===== config.mk =====
export PLATFORM = sky130hd
export DESIGN_NAME = riscv_scoreboard_flat
export DESIGN_NICKNAME = d
export VERILOG_FILES = /design/src/rtl/riscv_scoreboard_if.sv /design/src/rtl/riscv_scoreboard.sv /design/src/flat_wrapper.sv
export SDC_FILE = /design/constraint.sdc
export NUM_CORES = 1
export LEC_CHECK = 0
export ABC_AREA = 0
export CAP_MARGIN = 20
export CORE_MARGIN = 4
export CORE_UTILIZATION = 45
export CTS_CLUSTER_DIAMETER = 80
export DETAILED_ROUTE_END_ITERATION = 10
export PLACE_DENSITY = 0.59
export SLEW_MARGIN = 20
export SYNTH_ARGS = -nofsm -noshare
export SYNTH_HDL_FRONTEND = slang
export SYNTH_SLANG_ARGS = --single-unit

===== constraint.sdc =====
create_clock -name i_clock -period 28.9 [get_ports i_clock]
set_clock_uncertainty 0.05 [all_clocks]
set_input_delay 8.67 -clock i_clock [delete_from_list [all_inputs] [get_ports i_clock]]
set_output_delay 8.67 -clock i_clock [all_outputs]
set_load 0.02 [all_outputs]

===== src/rtl/riscv_scoreboard_if.sv =====
// Decode-side handshake between the issue stage and the register scoreboard.
// The master drives candidate instructions, writeback and flush events. The slave answers with hazard status.
interface riscv_scoreboard_if #(
  parameter int unsigned NB_OPERAND = 5,
  parameter int unsigned NUM_REGS   = 32,
  parameter int unsigned NB_LAT     = 3
);
  localparam int unsigned NB_PEND = $clog2(NUM_REGS + 1);

  logic                  i_issue_valid;
  logic [NB_OPERAND-1:0] i_rs1;
  logic [NB_OPERAND-1:0] i_rs2;
  logic                  i_rs1_used;
  logic                  i_rs2_used;
  logic [NB_OPERAND-1:0] i_rd;
  logic                  i_rd_wr;
  logic [NB_LAT-1:0]     i_lat;
  logic                  i_wb_valid;
  logic [NB_OPERAND-1:0] i_wb_rd;
  logic                  i_flush;
  logic                  o_stall;
  logic                  o_busy_rs1;
  logic                  o_busy_rs2;
  logic [NB_PEND-1:0]    o_pending;

  modport master (
    output i_issue_valid, i_rs1, i_rs2, i_rs1_used, i_rs2_used,
           i_rd, i_rd_wr, i_lat, i_wb_valid, i_wb_rd, i_flush,
    input  o_stall, o_busy_rs1, o_busy_rs2, o_pending
  );

  modport slave (
    input  i_issue_valid, i_rs1, i_rs2, i_rs1_used, i_rs2_used,
           i_rd, i_rd_wr, i_lat, i_wb_valid, i_wb_rd, i_flush,
    output o_stall, o_busy_rs1, o_busy_rs2, o_pending
  );
endinterface


===== src/rtl/riscv_scoreboard.sv =====
// Per-register countdown scoreboard for RV32I decode. It detects RAW and WAW hazards and tracks in-flight writes
// with fixed or writeback-terminated latency.
module riscv_scoreboard #(
  parameter int unsigned NB_OPERAND = 5,
  parameter int unsigned NUM_REGS   = 32,
  parameter int unsigned NB_LAT     = 3,
  parameter int unsigned FLUSH_AGE  = 2,
  parameter int unsigned NB_AGE     = 2
) (
  input  logic               i_clock,
  input  logic               i_reset_n,
  riscv_scoreboard_if.slave  sb
);
  localparam int unsigned         NB_PEND     = $clog2(NUM_REGS + 1);
  localparam logic [NB_LAT-1:0]   LAT_STICKY  = '1;
  localparam logic [NB_AGE-1:0]   AGE_MAX     = '1;
  localparam logic [NB_AGE-1:0]   FLUSH_AGE_W = NB_AGE'(FLUSH_AGE);

  logic [NB_LAT-1:0]  cnt     [NUM_REGS];
  logic [NB_LAT-1:0]  cnt_nxt [NUM_REGS];
  logic [NB_AGE-1:0]  age     [NUM_REGS];
  logic [NB_AGE-1:0]  age_nxt [NUM_REGS];
  logic [NB_PEND-1:0] pending;
  logic [NB_PEND-1:0] pending_nxt;

  logic busy_rs1;
  logic busy_rs2;
  logic waw;
  logic stall;
  logic accept;

  // Hazard detection reads only registered state, so the stall path is short.
  always_comb begin
    busy_rs1 = sb.i_issue_valid & sb.i_rs1_used & (sb.i_rs1 != '0) & (cnt[sb.i_rs1] != '0);
    busy_rs2 = sb.i_issue_valid & sb.i_rs2_used & (sb.i_rs2 != '0) & (cnt[sb.i_rs2] != '0);
    waw      = sb.i_issue_valid & sb.i_rd_wr & (sb.i_rd != '0) & (cnt[sb.i_rd] != '0) &
               ((cnt[sb.i_rd] == LAT_STICKY) | (cnt[sb.i_rd] > sb.i_lat));
    stall    = busy_rs1 | busy_rs2 | waw;
    accept   = sb.i_issue_valid & ~stall & ~sb.i_flush;
  end

  // Per-entry update, priority: flush kill, accept, sticky wb-clear, decrement.
  // Age counts cycles since issue while the entry is pending.
  always_comb begin
    cnt_nxt     = cnt;
    age_nxt     = age;
    pending_nxt = '0;
    for (int unsigned r = 1; r < NUM_REGS; r++) begin
      if ((cnt[r] != '0) && (age[r] != AGE_MAX)) begin
        age_nxt[r] = age[r] + NB_AGE'(1);
      end
      if (sb.i_flush && (cnt[r] != '0) && (age[r] < FLUSH_AGE_W)) begin
        cnt_nxt[r] = '0;
        age_nxt[r] = '0;
      end else if (accept && sb.i_rd_wr && (sb.i_rd == NB_OPERAND'(r)) && (sb.i_lat != '0)) begin
        cnt_nxt[r] = sb.i_lat;
        age_nxt[r] = '0;
      end else if (sb.i_wb_valid && (sb.i_wb_rd == NB_OPERAND'(r)) && (cnt[r] == LAT_STICKY)) begin
        cnt_nxt[r] = '0;
      end else if ((cnt[r] != '0) && (cnt[r] != LAT_STICKY)) begin
        cnt_nxt[r] = cnt[r] - NB_LAT'(1);
      end
      if (cnt_nxt[r] != '0) begin
        pending_nxt = pending_nxt + NB_PEND'(1);
      end
    end
  end

  always_ff @(posedge i_clock or negedge i_reset_n) begin
    if (!i_reset_n) begin
      for (int unsigned r = 0; r < NUM_REGS; r++) begin
        cnt[r] <= '0;
        age[r] <= '0;
      end
      pending <= '0;
    end else begin
      cnt     <= cnt_nxt;
      age     <= age_nxt;
      pending <= pending_nxt;
    end
  end

  assign sb.o_stall    = stall;
  assign sb.o_busy_rs1 = busy_rs1;
  assign sb.o_busy_rs2 = busy_rs2;
  assign sb.o_pending  = pending;
endmodule


===== src/flat_wrapper.sv =====
// flat-port wrapper written by rule: the top's interface ports become plain ports
module riscv_scoreboard_flat 
#(
  parameter int unsigned NB_OPERAND = 5,
  parameter int unsigned NUM_REGS   = 32,
  parameter int unsigned NB_LAT     = 3,
  parameter int unsigned FLUSH_AGE  = 2,
  parameter int unsigned NB_AGE     = 2
)
  (i_clock, i_reset_n, sb_i_issue_valid, sb_i_rs1, sb_i_rs2, sb_i_rs1_used, sb_i_rs2_used, sb_i_rd, sb_i_rd_wr, sb_i_lat, sb_i_wb_valid, sb_i_wb_rd, sb_i_flush, sb_o_stall, sb_o_busy_rs1, sb_o_busy_rs2, sb_o_pending);
  riscv_scoreboard_if #(.NB_OPERAND(NB_OPERAND), .NUM_REGS(NUM_REGS), .NB_LAT(NB_LAT)) sb_i ();
  input  logic i_clock;
  input  logic i_reset_n;
  input wire logic [$bits(sb_i.i_issue_valid)-1:0] sb_i_issue_valid;
  input wire logic [$bits(sb_i.i_rs1)-1:0] sb_i_rs1;
  input wire logic [$bits(sb_i.i_rs2)-1:0] sb_i_rs2;
  input wire logic [$bits(sb_i.i_rs1_used)-1:0] sb_i_rs1_used;
  input wire logic [$bits(sb_i.i_rs2_used)-1:0] sb_i_rs2_used;
  input wire logic [$bits(sb_i.i_rd)-1:0] sb_i_rd;
  input wire logic [$bits(sb_i.i_rd_wr)-1:0] sb_i_rd_wr;
  input wire logic [$bits(sb_i.i_lat)-1:0] sb_i_lat;
  input wire logic [$bits(sb_i.i_wb_valid)-1:0] sb_i_wb_valid;
  input wire logic [$bits(sb_i.i_wb_rd)-1:0] sb_i_wb_rd;
  input wire logic [$bits(sb_i.i_flush)-1:0] sb_i_flush;
  output wire logic [$bits(sb_i.o_stall)-1:0] sb_o_stall;
  output wire logic [$bits(sb_i.o_busy_rs1)-1:0] sb_o_busy_rs1;
  output wire logic [$bits(sb_i.o_busy_rs2)-1:0] sb_o_busy_rs2;
  output wire logic [$bits(sb_i.o_pending)-1:0] sb_o_pending;
  assign sb_i.i_issue_valid = sb_i_issue_valid;
  assign sb_i.i_rs1 = sb_i_rs1;
  assign sb_i.i_rs2 = sb_i_rs2;
  assign sb_i.i_rs1_used = sb_i_rs1_used;
  assign sb_i.i_rs2_used = sb_i_rs2_used;
  assign sb_i.i_rd = sb_i_rd;
  assign sb_i.i_rd_wr = sb_i_rd_wr;
  assign sb_i.i_lat = sb_i_lat;
  assign sb_i.i_wb_valid = sb_i_wb_valid;
  assign sb_i.i_wb_rd = sb_i_wb_rd;
  assign sb_i.i_flush = sb_i_flush;
  assign sb_o_stall = sb_i.o_stall;
  assign sb_o_busy_rs1 = sb_i.o_busy_rs1;
  assign sb_o_busy_rs2 = sb_i.o_busy_rs2;
  assign sb_o_pending = sb_i.o_pending;
  riscv_scoreboard #(.NB_OPERAND(NB_OPERAND), .NUM_REGS(NUM_REGS), .NB_LAT(NB_LAT), .FLUSH_AGE(FLUSH_AGE), .NB_AGE(NB_AGE)) u_core (.i_clock(i_clock), .i_reset_n(i_reset_n), .sb(sb_i));
endmodule

route_heat.png
The die is cut into 20 by 20 equal tiles; black is low, pale yellow is high, scaled to the fullest tile. Values are wire area over tile area, all layers added.
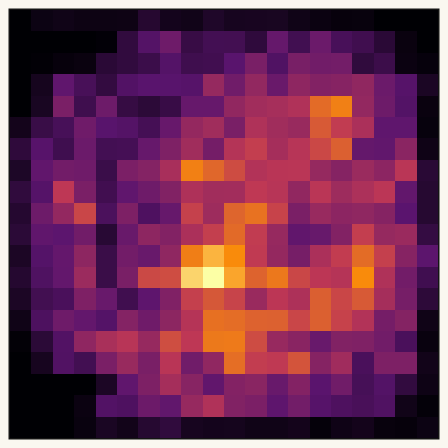
fullest tile: 0.75
mean over tiles: 0.22
tiles over half the peak: 15%
emptiest ninth of the die: upper left
nearly empty tiles: 8.0%
routed vias: 16800
routed len/inst: 20.4 microns
Tot GR Track Use: 26.8%
Routed Wire Length: 57.0 mm

placed.png
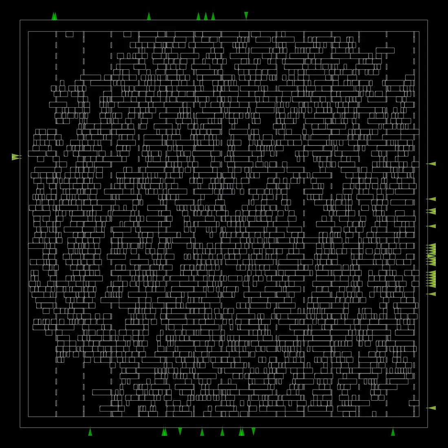
final cell count without fillers: 2789
TAP cells: 511
final core occ: 53.9%
# rows: 71

ff_map.png
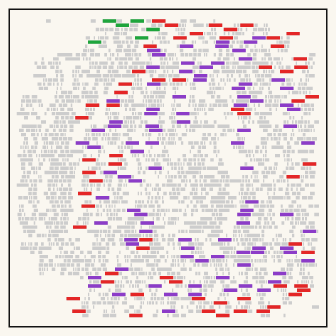
| colour | signal | placed flops |
|---|---|---|
| red | `u_core.age` | 62 |
| purple | `u_core.cnt` | 93 |
| green | `u_core.sb.o_pending` | 6 |
FF+latch area: 4030 sq um
Seq area share: 19.8%

port_trees.png
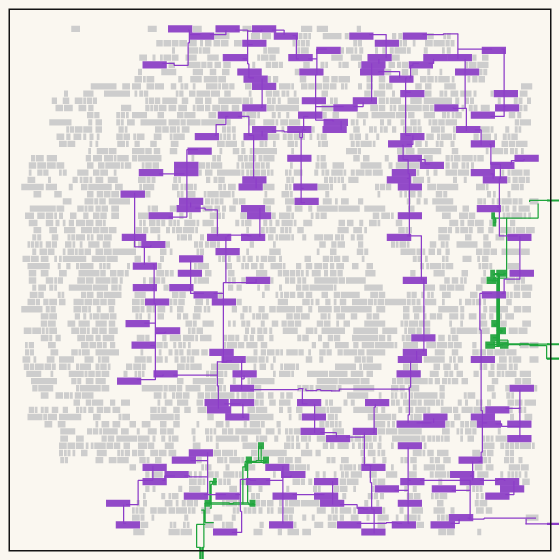
| colour | port | direction | edge | end cells | wire |
|---|---|---|---|---|---|
| purple | `i_reset_n` | input | right | 161 | 1600 microns |
| green | `sb_i_wb_rd` | input | 3 right, 2 bottom | 18 | 388 microns |
Top Ports: 40
PortBufs: 39

m3.png
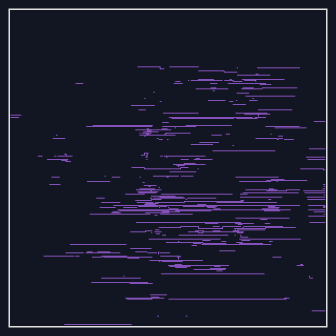
wire length on this layer: 3760 microns
nets with wire on the layer: 202
longest straight run: 121 microns
share of all routed wire: 6.6%
GR Util met3: 3.95%

==> results.yml <==
# yosys + openroad results
setup_path:
  slowest_stage: "mux4_2"
  critPathKind: "in -> reg"
  arrival_ns: 28.37
  crit_top_cell: "ha_1"
synth:
  async_flop_share_pct: 100
  avgSynthCellArea_sq_um: 8.12
  top_cell_area_share_pct: 23.2
  top_cells_by_area: "dfrtp_1, ha_1, nor2_1, xnor2_1, a21oi_1"
  syn_inst: 2137
  synthFlopType: "dfrtp_1"
  syn-cell-area_sq_um: 17300
global_routing:
  grt_pass1_vias: 15800
  grt_pass1_wl_mm: 88.4
  grt_max_degree: 106
  grt-ovfl-total: 0
die:
  coreArea_sq_um: 37800
  die-area_sq_um: 41800
timing:
  maxSlewHeadroom_pct: 25.5
  setup_violations: 0
  fin_crit_sh_pct: 97.2
  post-route-min-period_ns: 28.09
  drv_slew: 0
  finalWorstSetupSlack_ns: 0.809
  tightest_slew_ns: 1.11
  fmax_mhz: 35.6
drt:
  vias_per_cell: 6.01
clocking:
  root_buffer: "clkbuf_16"
  ctsLongestPathBuffers: 2
  hold_buffers: 0
  cts.reportedPaths.clkPinSlew_ns: 0.07
  cts_htree_levels: 4
  clk_latency_ns: 0.45
placed_design:
  post-dp-hpwl_mm: 43.5
status:
  status: "complete, no violations"
flow_run:
  warnings: 60
layout:
  drive_above_1_share_pct: 15.5
  syn_to_final_growth_pct: 17.5
==> critical path, delay by kind of cell <==
kind / cells / cell delay, ns
AOI/OAI and AO/OA: 26 / 4.13
xor gates and xnor gates: 1 / 0.18
adders and majority gates: 30 / 8.16
buffers and inverters: 9 / 0.82
muxes: 9 / 2.52
and+or+nand+nor: 30 / 3.87
==> stage by stage <==
stage	area, sq um	TNS (ns)
2_1_floorplan	17400	0
6_report	20400	0
3_3_place_gp	19200	-2.18
5_1_grt	20400	-0.556
3_5_place_dp	19200	-4.82
4_1_cts	19900	0
==> path summary, 6_finish.rpt <==
path,start,to,cells past startpoint
worst max register to register,u_core.cnt[82],u_core.sb.o_pending[1],104
max in group asynchronous,i_reset_n,u_core.cnt[36],2
worst min-delay path,u_core.age[11],u_core.age[11],2
min in group asynchronous,i_reset_n,u_core.age[54],1
worst max-delay path,sb_i_rd[1],u_core.sb.o_pending[1],105
worst min register to register,u_core.age[11],u_core.age[11],2
==> state kept, by name, indices dropped and copies added, names as in the netlist <==
| register | cells |
|---|---|
| u_core.age | 62 |
| u_core.cnt | 93 |
| u_core.sb.o_pending | 6 |
==> kinds of logic after synthesis <==
| group | Yosys count | synth area share (%) |
|---|---|---|
| flip-flops | 161 | 23.2 |
| AND/OR/NAND/NOR | 815 | 23.2 |
| adder cells (fa/ha/maj) | 157 | 11.3 |
| XOR/XNOR | 141 | 8.79 |
| AND-OR/OR-AND | 531 | 21.2 |
| multiplexers | 87 | 6.61 |
| buffers and inverters | 245 | 5.67 |
==> placed cells by master (no fill, tap or decap), types with 14 or more instances in the layout <==
cell type        instances
nor2_1                 232
dfrtp_1                161
nand2_1                160
inv_1                  153
buf_4                  149
ha_1                   144
a21oi_1                138
nor3_1                 135
xnor2_1                 86
o21ai_0                 76
a211oi_1                69
nand3_1                 58
mux2i_1                 44
nand2b_1                36
o32ai_1                 32
clkdlybuf4s50_1         32
a21o_1                  30
xor2_1                  30
nor2b_1                 23
mux4_2                  20
nor3b_1                 20
clkbuf_16               17
nor4_1                  16
o31ai_1                 16
and2_1                  16
o211ai_1                14
==> metal layers <==
| layer | wire, microns | GRT usage (%) | up-vias | share of wire (%) |
|---|---|---|---|---|
| met3 | 3760 | 3.95 | 91 | 6.6 |
| li1 | - | - | 8040 | - |
| met2 | 25800 | 43.1 | 523 | 45 |
| met4 | 1440 | 7.20 | 0 | 2.5 |
| met1 | 26000 | 37.9 | 8108 | 46 |
| met5 | 0 | 0 | - | 0 |
==> repair_timing <==
action                                  in CTS  in global routing
resized                                     12                 73
buffers inserted                             6                 16
endpoints found under the setup margin       5                  5
pin swaps                                    8                 53
gates cloned                                 1                  0
==> area by class of cell <==
type | count | share of cell area [%]
Tap cell | 511 | 3.14
Timing Repair Buffer | 198 | 8.38
Clock inverter | 15 | 0.964
Multi-Input combinational cell | 1731 | 62.8
Inverter | 156 | 2.87
Sequential cell | 161 | 19.8
Clock buffer | 17 | 2.09
